--- src/rtl/entrada_bcd_bin_pkg.sv ---
// Shared I/O definitions for the BCD <-> binary paths: FSM encodings,
// BCD correction constants and a digit validity helper.
package entrada_bcd_bin_pkg;

   localparam logic [1:0] OCIOSO   = 2'd0;
   localparam logic [1:0] CONVERTE = 2'd1;
   localparam logic [1:0] FIM      = 2'd2;

   localparam logic [3:0] BCD_AJUSTE = 4'd3;
   localparam logic [3:0] BCD_LIMIAR = 4'd8;
   localparam logic [3:0] BCD_MAX    = 4'd9;

   // A nibble outside 0..9 is not a decimal digit.
   function automatic logic digito_invalido(input logic [3:0] dig);
      return (dig > BCD_MAX);
   endfunction

endpackage

--- src/rtl/entrada_bcd_bin_if.sv ---
// Start/ready handshake plus data bus between the I/O instruction logic
// (master) and the BCD-to-binary converter (slave).
interface entrada_bcd_bin_if #(
   parameter int DIGITOS = 4
) ();

   logic                   inicio;
   logic [4*DIGITOS-1:0]   bcd_in;
   logic                   ocupado;
   logic                   pronto;
   logic                   erro;
   logic [31:0]            saida;

   modport master (
      output inicio,
      output bcd_in,
      input  ocupado,
      input  pronto,
      input  erro,
      input  saida
   );

   modport slave (
      input  inicio,
      input  bcd_in,
      output ocupado,
      output pronto,
      output erro,
      output saida
   );

endinterface

--- src/rtl/entrada_bcd_bin_ajuste.sv ---
// Single-digit correction step of reverse double-dabble: after the right
// shift, a digit that reached 8 or more borrowed a "16" that is really a
// "10", so 3 is taken back off.
import entrada_bcd_bin_pkg::*;

module bcd_ajuste_digito (
   input  logic [3:0] dig_i,
   output logic [3:0] dig_o
);

   // Subtract 3 from digits at or above the threshold, pass others through.
   always_comb begin
      dig_o = dig_i;
      if (dig_i >= BCD_LIMIAR) begin
         dig_o = dig_i - BCD_AJUSTE;
      end else begin
         dig_o = dig_i;
      end
   end

endmodule

--- src/rtl/entrada_bcd_bin.sv ---
// Sequential BCD -> binary converter (reverse double-dabble, one shift per
// clock). Working register is {bcd_part, bin_part}; after 4*DIGITOS shifts
// bin_part holds the binary value, which is zero-extended to 32 bits.
import entrada_bcd_bin_pkg::*;

module entrada_bcd_bin #(
   parameter int DIGITOS = 4
) (
   input  logic               clock,
   input  logic               reset,
   entrada_bcd_bin_if.slave   bus
);

   localparam int W     = 4 * DIGITOS;
   localparam int CNT_W = $clog2(W + 1);
   localparam logic [CNT_W-1:0] CNT_ULTIMO = CNT_W'(W - 1);

   logic [1:0]       estado_q, estado_d;
   logic [CNT_W-1:0] cnt_q, cnt_d;
   logic [W-1:0]     bcd_q, bcd_d;
   logic [W-1:0]     bin_q, bin_d;
   logic             erro_tmp_q, erro_tmp_d;
   logic             erro_q, erro_d;
   logic [31:0]      saida_q, saida_d;
   logic             pronto_q, pronto_d;
   logic             ocupado_q, ocupado_d;

   logic [2*W-1:0]   desloc_s;
   logic [W-1:0]     bcd_ajust_s;
   logic             entrada_invalida_s;

   assign desloc_s = {bcd_q, bin_q} >> 1;

   genvar g;
   generate
      for (g = 0; g < DIGITOS; g++) begin : g_ajuste
         bcd_ajuste_digito u_ajuste (
            .dig_i (desloc_s[W + 4*g +: 4]),
            .dig_o (bcd_ajust_s[4*g +: 4])
         );
      end
   endgenerate

   // Flag the incoming word if any nibble is not a decimal digit.
   always_comb begin
      entrada_invalida_s = 1'b0;
      for (int i = 0; i < DIGITOS; i++) begin
         if (digito_invalido(bus.bcd_in[4*i +: 4])) begin
            entrada_invalida_s = 1'b1;
         end else begin
            entrada_invalida_s = entrada_invalida_s;
         end
      end
   end

   // FSM next-state, shift datapath and output register updates.
   always_comb begin
      estado_d   = estado_q;
      cnt_d      = cnt_q;
      bcd_d      = bcd_q;
      bin_d      = bin_q;
      erro_tmp_d = erro_tmp_q;
      erro_d     = erro_q;
      saida_d    = saida_q;
      pronto_d   = 1'b0;
      case (estado_q)
         OCIOSO: begin
            if (bus.inicio) begin
               bcd_d      = bus.bcd_in;
               bin_d      = '0;
               cnt_d      = '0;
               erro_tmp_d = entrada_invalida_s;
               estado_d   = CONVERTE;
            end else begin
               estado_d   = OCIOSO;
            end
         end
         CONVERTE: begin
            bcd_d = bcd_ajust_s;
            bin_d = desloc_s[W-1:0];
            cnt_d = cnt_q + {{(CNT_W-1){1'b0}}, 1'b1};
            if (cnt_q == CNT_ULTIMO) begin
               estado_d = FIM;
            end else begin
               estado_d = CONVERTE;
            end
         end
         FIM: begin
            saida_d  = erro_tmp_q ? 32'd0 : 32'(bin_q);
            erro_d   = erro_tmp_q;
            pronto_d = 1'b1;
            estado_d = OCIOSO;
         end
         default: begin
            estado_d = OCIOSO;
         end
      endcase
      ocupado_d = (estado_d == CONVERTE) || (estado_d == FIM);
   end

   // State and output registers; synchronous active-low reset aborts any conversion.
   always_ff @(posedge clock) begin
      if (!reset) begin
         estado_q   <= OCIOSO;
         cnt_q      <= '0;
         bcd_q      <= '0;
         bin_q      <= '0;
         erro_tmp_q <= 1'b0;
         erro_q     <= 1'b0;
         saida_q    <= 32'd0;
         pronto_q   <= 1'b0;
         ocupado_q  <= 1'b0;
      end else begin
         estado_q   <= estado_d;
         cnt_q      <= cnt_d;
         bcd_q      <= bcd_d;
         bin_q      <= bin_d;
         erro_tmp_q <= erro_tmp_d;
         erro_q     <= erro_d;
         saida_q    <= saida_d;
         pronto_q   <= pronto_d;
         ocupado_q  <= ocupado_d;
      end
   end

   assign bus.ocupado = ocupado_q;
   assign bus.pronto  = pronto_q;
   assign bus.erro    = erro_q;
   assign bus.saida   = saida_q;

endmodule
--- src/flat_wrapper.sv ---
// flat-port wrapper written by rule: the top's interface ports become plain ports
module entrada_bcd_bin_flat 
#(
   parameter int DIGITOS = 4
)
  (clock, reset, bus_inicio, bus_bcd_in, bus_ocupado, bus_pronto, bus_erro, bus_saida);
  entrada_bcd_bin_if #(.DIGITOS(DIGITOS)) bus_i ();
  input  logic clock;
  input  logic reset;
  input wire logic [$bits(bus_i.inicio)-1:0] bus_inicio;
  input wire logic [$bits(bus_i.bcd_in)-1:0] bus_bcd_in;
  output wire logic [$bits(bus_i.ocupado)-1:0] bus_ocupado;
  output wire logic [$bits(bus_i.pronto)-1:0] bus_pronto;
  output wire logic [$bits(bus_i.erro)-1:0] bus_erro;
  output wire logic [$bits(bus_i.saida)-1:0] bus_saida;
  assign bus_i.inicio = bus_inicio;
  assign bus_i.bcd_in = bus_bcd_in;
  assign bus_ocupado = bus_i.ocupado;
  assign bus_pronto = bus_i.pronto;
  assign bus_erro = bus_i.erro;
  assign bus_saida = bus_i.saida;
  entrada_bcd_bin #(.DIGITOS(DIGITOS)) u_core (.clock(clock), .reset(reset), .bus(bus_i));
endmodule
--- config.mk ---
export PLATFORM = sky130hd
export DESIGN_NAME = entrada_bcd_bin_flat
export DESIGN_NICKNAME = d
export VERILOG_FILES = /design/src/rtl/entrada_bcd_bin_pkg.sv /design/src/rtl/entrada_bcd_bin_if.sv /design/src/rtl/entrada_bcd_bin_ajuste.sv /design/src/rtl/entrada_bcd_bin.sv /design/src/flat_wrapper.sv
export SDC_FILE = /design/constraint.sdc
export NUM_CORES = 1
export LEC_CHECK = 0
export CORE_UTILIZATION = 40
export DETAILED_ROUTE_END_ITERATION = 10
export PLACE_DENSITY = 0.75
export SYNTH_ARGS = -nofsm -noshare
export SYNTH_HDL_FRONTEND = slang
export SYNTH_SLANG_ARGS = --single-unit
--- constraint.sdc ---
create_clock -name clock -period 2.2 [get_ports clock]
set_input_delay 0.66 -clock clock [delete_from_list [all_inputs] [get_ports clock]]
set_output_delay 0.66 -clock clock [all_outputs]
set_load 0.05 [all_outputs]
==> impl_metrics.csv <==
group,metric,value,unit
global_routing,grt_first_pass_wirelength,9770,microns
place,placed_area,0.00312,sq mm
worst_setup_path,critPathBufInv,1,
place,portBuffers,37,
synthesis,ys_async_sr_fraction,0,%
timing,finalSetupTns,0,ns
clock_tree,cts_tree,"built",
run_status,outcome,"complete, but fails checks",
synthesis,synthCells,299,
die,dieArea,0.00713,sq mm
run,tool_warnings,32,
clock_tree,post-cts-setup-buffers,0,
worst_setup_path,reg2regPathDepth,4,
layout,signal_buffers,45,
routing,routed-wl-met2,2560,microns
run_status,violations,"DRC",
global_routing,gr-max-usage-layer,"met2",
place,dp_slack,0.144,ns
power,p_switching,649,uW
routing,drcViolationCount,11,
routing,via_per_inst,5.21,
layout,fill_cells,603,
layout,clock_area_share,6.45,%
synthesis,synth-simple-area-share,20.1,%
timing,slew_headroom,58.5,%
**Sequential cells grouped by signal name**

Scale: 6 px per micron. Other sequential cells in the stronger gray, the rest of the logic in the fainter gray.
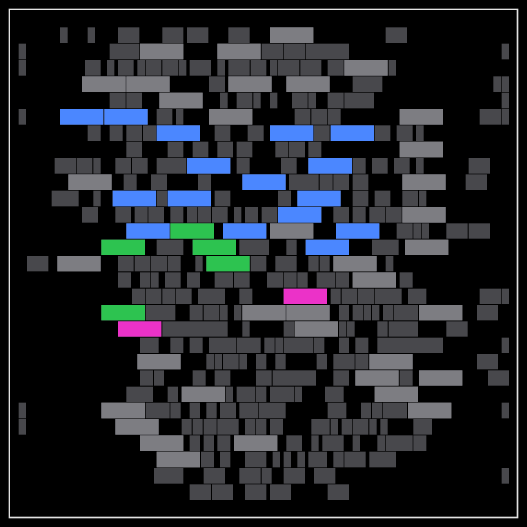
legend:
  u_core.cnt_q:
    color: green
    placed_flops: 5
  u_core.bin_q:
    color: blue
    placed_flops: 16
  u_core.estado_q:
    color: magenta
    placed_flops: 2
Final Util: 51.7%
P_seq: 1150 uW
sequential cell area share: 35.4%
register area: 0.00118 sq mm

**Routed metal, one color a layer**

Scale: 4 px per micron.
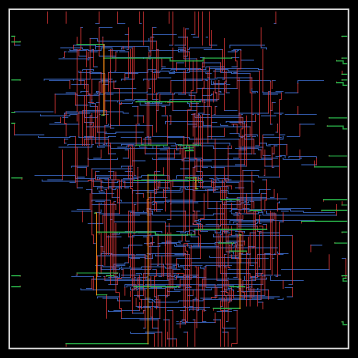
legend:
  M4:
    color: orange
    wire_length: 101 microns
  M3:
    color: green
    wire_length: 293 microns
  M2:
    color: red
    wire_length: 2560 microns
  M1:
    color: blue
    wire_length: 2730 microns
routed vias: 2177
routed len/inst: 13.6 microns
GRT Total Usage: 17.6%
Routed WL: 5690 microns

**Routed clock nets over the placement**

Scale: 3 px per micron.
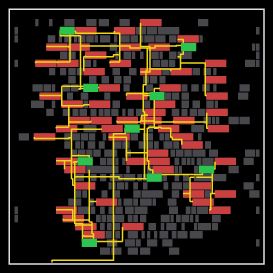
legend:
  flip-flops:
    color: red
    count: 59
  clock wires:
    color: yellow
    length: 762 microns
  clock-net drivers:
    color: green
    count: 9
routed clock nets: 10
Clock Latency Late Sink: 0.34 ns
clk_skew: 0.00778 ns
Clk network pwr share: 42.5%

**Congestion heat map**

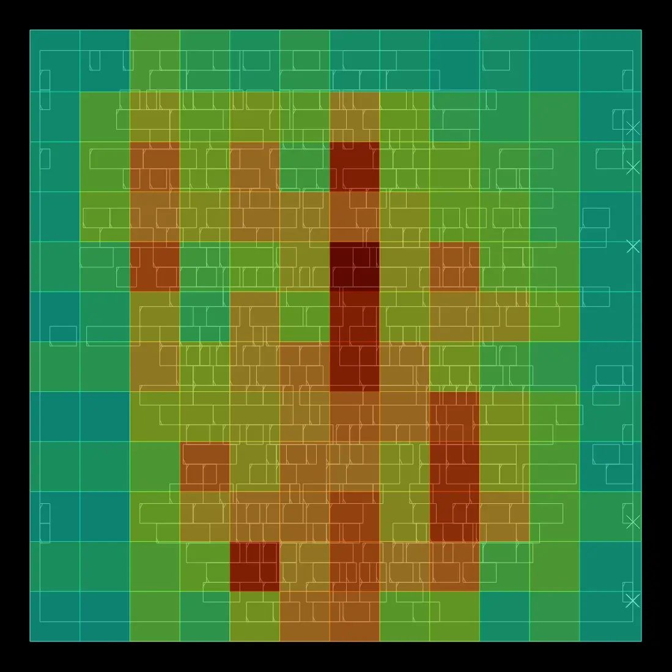
M1 GR Usage: 22.5%
met3 Use GR: 4.72%

Power figures rest on the tool's default switching activity, not on a simulated workload.
